==> config.mk <==
export PLATFORM = sky130hd
export DESIGN_NAME = datapath_flat
export DESIGN_NICKNAME = d
export VERILOG_FILES = /design/src/rtl/datapath_if.sv /design/src/rtl/datapath.sv /design/src/flat_wrapper.sv
export SDC_FILE = /design/constraint.sdc
export NUM_CORES = 1
export LEC_CHECK = 0
export CORE_UTILIZATION = 54
export DETAILED_ROUTE_END_ITERATION = 10
export MAX_ROUTING_LAYER = met4
export PLACE_DENSITY = 0.77
export SYNTH_ARGS = -nofsm -noshare
export SYNTH_HDL_FRONTEND = slang
export SYNTH_SLANG_ARGS = --single-unit
==> constraint.sdc <==
create_clock -name Clock -period 5.9 [get_ports Clock]
set_input_delay 0.885 -clock Clock [delete_from_list [all_inputs] [get_ports Clock]]
set_output_delay 0.885 -clock Clock [all_outputs]
set_load 0.02 [all_outputs]
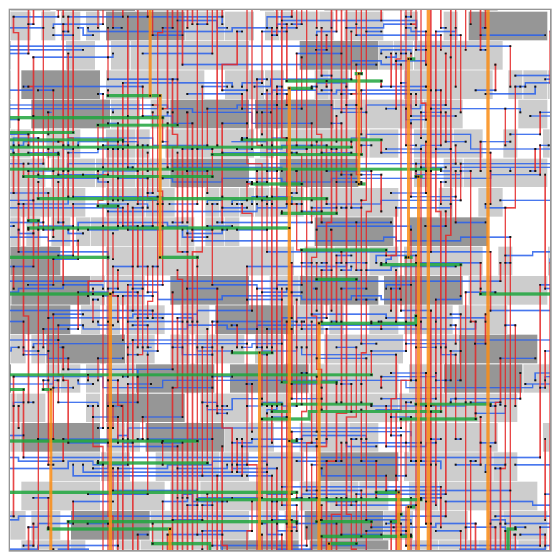
Figure 1: run 1, zoomed window.
Window x 62 to 112, y 97 to 147 um. Cells in gray, sequential cells in the stronger gray; small squares are vias.
metal 1: shown in blue. metal 3: shown in green. metal 4: shown in orange. metal 2: shown in red.
Sequential cells in the window: 29. Most frequent: dfxtp_1 (29), nor2_1 (19), nand2_1 (18). 175 logic cells have their middle in the window.

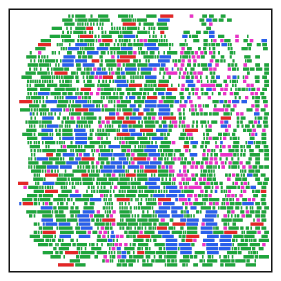
Figure 2: run 1, sizing map.
(1.5 px per um)
_0 and _1 cells: shown in green, cells 1489, share 75%. _2 cells: shown in blue, cells 193, share 9.8%. _6 and larger: shown in red, cells 55, share 2.8%. _3 and _4 cells: shown in magenta, cells 236, share 12%.
bufs w/o clock: 328
Synth-to-Final Area Change: 22.1%

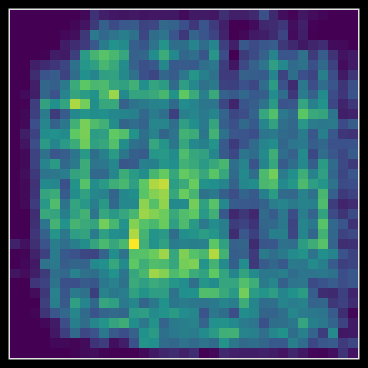
Figure 3: run 1, routed metal per tile.
(2 px per um) The die is cut into 35 by 35 equal tiles; dark purple is low, yellow is high, scaled to the fullest tile. Values are wire area over tile area, all layers added.
The mean over all tiles is 0.33. 9.1% of the tiles are nearly empty. The densest ninth of the die: center. The fullest tile reaches 0.93. 24% of the tiles are over half the peak.
DR WL/cell: 24.0 um
Via Count: 15300
total global routing track utilization: 0.378
post-detailed-routing wire length: 56.5 mm

==> results.py, run 1 <==
# Metrics from the implementation run
metrics = {
    "clock_network": {
        "clk_transition_reported_paths_ns": 0.06,
        "cts-buffers-inserted": 28,
        "hold_buffers": 0,
        "late_pin_clk_latency_ns": 0.57,
        "cts.htree.levels": 1,
    },
    "pwr": {
        "dominant_power_group": "the clock network",
        "seq_power_share": 0.413,
        "pwr-share-clk": 0.420,
        "p_per_area_nw_per_um2": 221,
        "power_report.internal_total_mw": 3.10,
        "sw_frac_of_total": 0.280,
        "power_switching_mw": 1.21,
    },
    "final_timing": {
        "worst_slack_ns": 0.119,
        "max-slew-margin-rel": 0.218,
        "timing.setup.tns_ns": 0,
        "max_freq_mhz": 173,
        "clock_skew_ns": 0.0324,
        "fin_hold_ws_ns": 0.470,
    },
    "critical_path": {
        "worstPathBufferInverterCount": 3,
        "worst_setup_path_end_kind": "output pin",
        "cp_data_arrival_time_ns": 4.90,
        "critical_path.slowest_cell": "sky130_fd_sc_hd__clkdlybuf4s50_1",
        "worstPathRequired_ns": 5.02,
        "crit_fanout": 3,
        "ff2ff_path_depth": 22,
    },
    "final_layout": {
        "logic_gate_count": 1296,
        "combAreaFraction": 0.508,
        "area.share.sequential": 0.264,
        "clkbuf_count": 35,
        "layout.non_clock_inverters": 42,
    },
    "global_routing": {
        "first_global_vias": 14900,
        "grt_max_degree": 105,
    },
    "outcome": {
        "run_status": "completed",
    },
    "job": {
        "warnings": 45,
    },
    "logic_synthesis": {
        "synthDistinctLibCells": 76,
        "synth-edff-count": 0,
        "synth.yosys.chip_area_um2": 16000,
        "async_flop_share": 0,
    },
    "placement": {
        "pre_cts_ws_ns": -0.489,
        "place_inst": 2304,
        "hpwl_mm": 39.6,
    },
    "floorplan": {
        "floorplan.die.width_um": 174,
    },
}
-- run 1: timing repair --
action / in CTS / in global routing
setup endpoints to repair: 11 / 11
pin swaps: 0 / 18
setup buffers: 0 / 2
cloned: 0 / 1
endpoints found under the hold margin: 0 / 0
gates resized: 32 / 43
-- run 1: per-layer routing --
layer | track usage | part of all wire | up-vias
li1 | - | - | 6726
met1 | 0.470 | 0.38 | 7278
met2 | 0.585 | 0.45 | 1069
met3 | 0.0654 | 0.11 | 243
met4 | 0.211 | 0.061 | 0
met5 | - | 0 | -
-- run 1: cells in the mapped netlist, types with 25 or more instances --
library cell | count | area (um2)
sky130_fd_sc_hd__buf_4 | 26 | 195
sky130_fd_sc_hd__mux2i_1 | 62 | 621
sky130_fd_sc_hd__ha_1 | 48 | 601
sky130_fd_sc_hd__nor2_1 | 150 | 563
sky130_fd_sc_hd__o22ai_1 | 27 | 169
sky130_fd_sc_hd__a22oi_1 | 25 | 188
sky130_fd_sc_hd__mux4_2 | 120 | 2700
sky130_fd_sc_hd__nand2_1 | 352 | 1320
sky130_fd_sc_hd__inv_1 | 40 | 150
sky130_fd_sc_hd__dfxtp_1 | 257 | 5140
sky130_fd_sc_hd__a21oi_1 | 181 | 906
sky130_fd_sc_hd__clkbuf_1 | 105 | 394
sky130_fd_sc_hd__a211oi_1 | 87 | 653
-- run 1: logic make-up after synthesis --
| logic type | Yosys count | synth area share |
|---|---|---|
| DFF | 257 | 0.322 |
| xor gates and xnor gates | 19 | 0.0104 |
| muxes | 201 | 0.228 |
| adders and majority gates | 49 | 0.0388 |
| AOI/OAI and AO/OA | 407 | 0.163 |
| buffers and inverters | 211 | 0.0694 |
| and+or+nand+nor | 620 | 0.168 |
Figure 4. Cell placement (run 1).
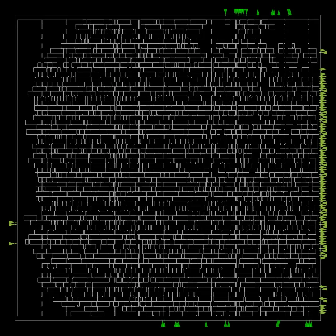

==> run 2, diff against run 1 <==
--- a/config.mk
+++ b/config.mk
@@ -5,10 +5,10 @@
 export SDC_FILE = /design/constraint.sdc
 export NUM_CORES = 1
 export LEC_CHECK = 0
-export CORE_UTILIZATION = 54
+export ABC_CLOCK_PERIOD_IN_PS = 5900
+export CORE_UTILIZATION = 43
 export DETAILED_ROUTE_END_ITERATION = 10
 export MAX_ROUTING_LAYER = met4
-export PLACE_DENSITY = 0.77
 export SYNTH_ARGS = -nofsm -noshare
 export SYNTH_HDL_FRONTEND = slang
 export SYNTH_SLANG_ARGS = --single-unit
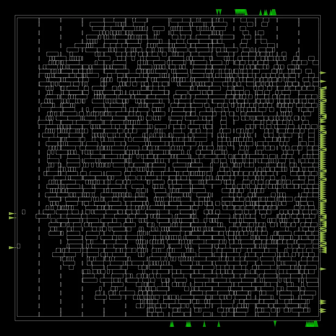
Figure 5: run 2, cell placement.
number of core rows: 70
post-route core utilization: 0.533
sequential share of cell area: 0.264
fill cell instance count of the final layout: 3399
post-route insts no fill: 2439

==> results.py, run 2 <==
# Metrics from the implementation run
metrics = {
    "floorplan": {
        "floorplan.die.width_um": 195,
        "io_pins": 120,
    },
    "critical_path": {
        "crit_fanout": 13,
        "ff2ff_path_depth": 21,
        "worst_setup_path_end_kind": "output pin",
        "critical_path.slowest_cell": "sky130_fd_sc_hd__clkdlybuf4s50_1",
        "worstPathRequired_ns": 5.02,
        "cp_data_arrival_time_ns": 4.88,
    },
    "job": {
        "warnings": 45,
    },
    "global_routing": {
        "grt_max_degree": 181,
        "first_global_vias": 14000,
        "grtUsageTotal": 0.306,
    },
    "logic_synthesis": {
        "synth-edff-count": 0,
        "synthDistinctLibCells": 76,
        "post-synth-top-area-fraction": 0.322,
        "top_cells_by_count": "352 x sky130_fd_sc_hd__nand2_1, 257 x sky130_fd_sc_hd__dfxtp_1, 181 x sky130_fd_sc_hd__a21oi_1",
        "async_flop_share": 0,
        "synth.yosys.chip_area_um2": 16000,
        "ys_top_cells_by_area": "sky130_fd_sc_hd__dfxtp_1 32%, sky130_fd_sc_hd__mux4_2 17%, sky130_fd_sc_hd__nand2_1 8.3%",
    },
    "final_timing": {
        "timing.setup.tns_ns": 0,
        "fin_hold_ws_ns": 0.468,
        "max_freq_mhz": 174,
        "max-slew-margin-rel": 0.309,
        "clock_skew_ns": 0.0101,
    },
    "drt": {
        "post_detailed_routing_wire_length_mm": 57.0,
        "vias": 14700,
        "detail_route.wl_per_cell_um": 23.4,
    },
    "outcome": {
        "run_status": "completed",
    },
    "final_layout": {
        "areaGrowthSynthToFinish_pct": 22.1,
    },
    "placement": {
        "place_inst": 2386,
        "hpwl_mm": 40.6,
    },
    "clock_network": {
        "hold_buffers": 0,
        "cts.htree.levels": 1,
        "cts-buffers-inserted": 28,
    },
    "pwr": {
        "p_per_area_nw_per_um2": 217,
    },
}
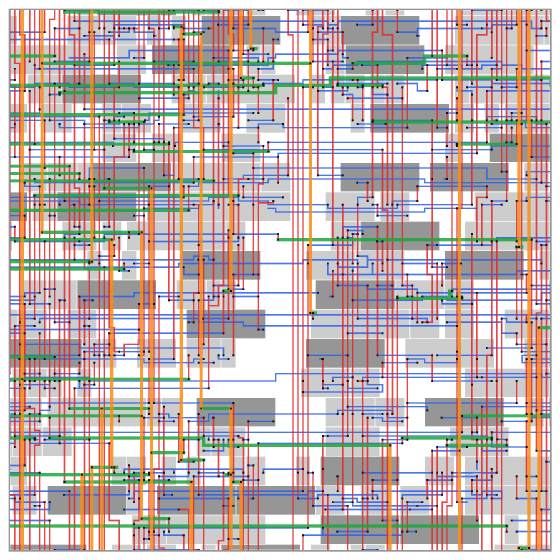
Figure 6: run 2, zoomed window.
Window x 72 to 122, y 111 to 161 um. Cells in gray, sequential cells in the stronger gray; small squares are vias.
metal 4: shown in orange. metal 3: shown in green. metal 1: shown in blue. metal 2: shown in red.
Most frequent: nand2_1 (30), dfxtp_1 (27), a21oi_1 (18). 153 logic cells have their middle in the window. Sequential cells in the window: 27.

==> run 2: worst max-delay path: cells and delay by family <==
kind | cells | cell delay (ns)
buffers and inverters | 6 | 1.61
multiplexers | 2 | 1.05
AND-OR/OR-AND | 4 | 0.74
adder cells (fa/ha/maj) | 1 | 0.32
AND/OR/NAND/NOR | 2 | 0.20
XOR/XNOR | 1 | 0.06
==> run 2: per-stage QoR <==
stage | setup WS (ns) | power [mW]
2_1_floorplan | 0.0151 | 2.24
3_3_place_gp | -0.524 | 2.51
3_5_place_dp | -0.594 | 2.52
4_1_cts | -0.227 | 4.23
5_1_grt | 0.00882 | 4.36
6_report | 0.140 | 4.23
==> run 2: metal layers <==
| metal | routed length, um | global-route usage |
|---|---|---|
| met5 | 0 | - |
| met4 | 2590 | 0.130 |
| met3 | 4780 | 0.0410 |
| met2 | 26400 | 0.485 |
| met1 | 23200 | 0.393 |
==> run 2: layout make-up <==
type | count | area share
clock inverter | 7 | 0.00378
sequential | 257 | 0.264
timing repair buffer | 325 | 0.146
clock buffer | 44 | 0.0421
multi-input combinational | 1296 | 0.506
tap | 468 | 0.0300
inverter | 42 | 0.00808
==> run 2: power by group <==
| part | internal, mW | switching, mW | total, mW |
|---|---|---|---|
| clock network | 0.995 | 0.745 | 1.74 |
| registers | 1.76 | 0.0199 | 1.78 |
| logic | 0.303 | 0.412 | 0.715 |
==> run 2: repair_timing <==
item                       4_1_cts  5_1_grt
pin swaps                        0       17
buffers inserted                 0        2
setup endpoints to repair       11       11
resized                         15       51
==> run 2: cell families after synthesis <==
| group | synth area share |
|---|---|
| AOI/OAI and AO/OA | 0.163 |
| xor gates and xnor gates | 0.0104 |
| adders and majority gates | 0.0388 |
| buffers and inverters | 0.0694 |
| DFF | 0.322 |
| muxes | 0.228 |
| and+or+nand+nor | 0.168 |
Power is estimated from default activity; no workload was simulated.
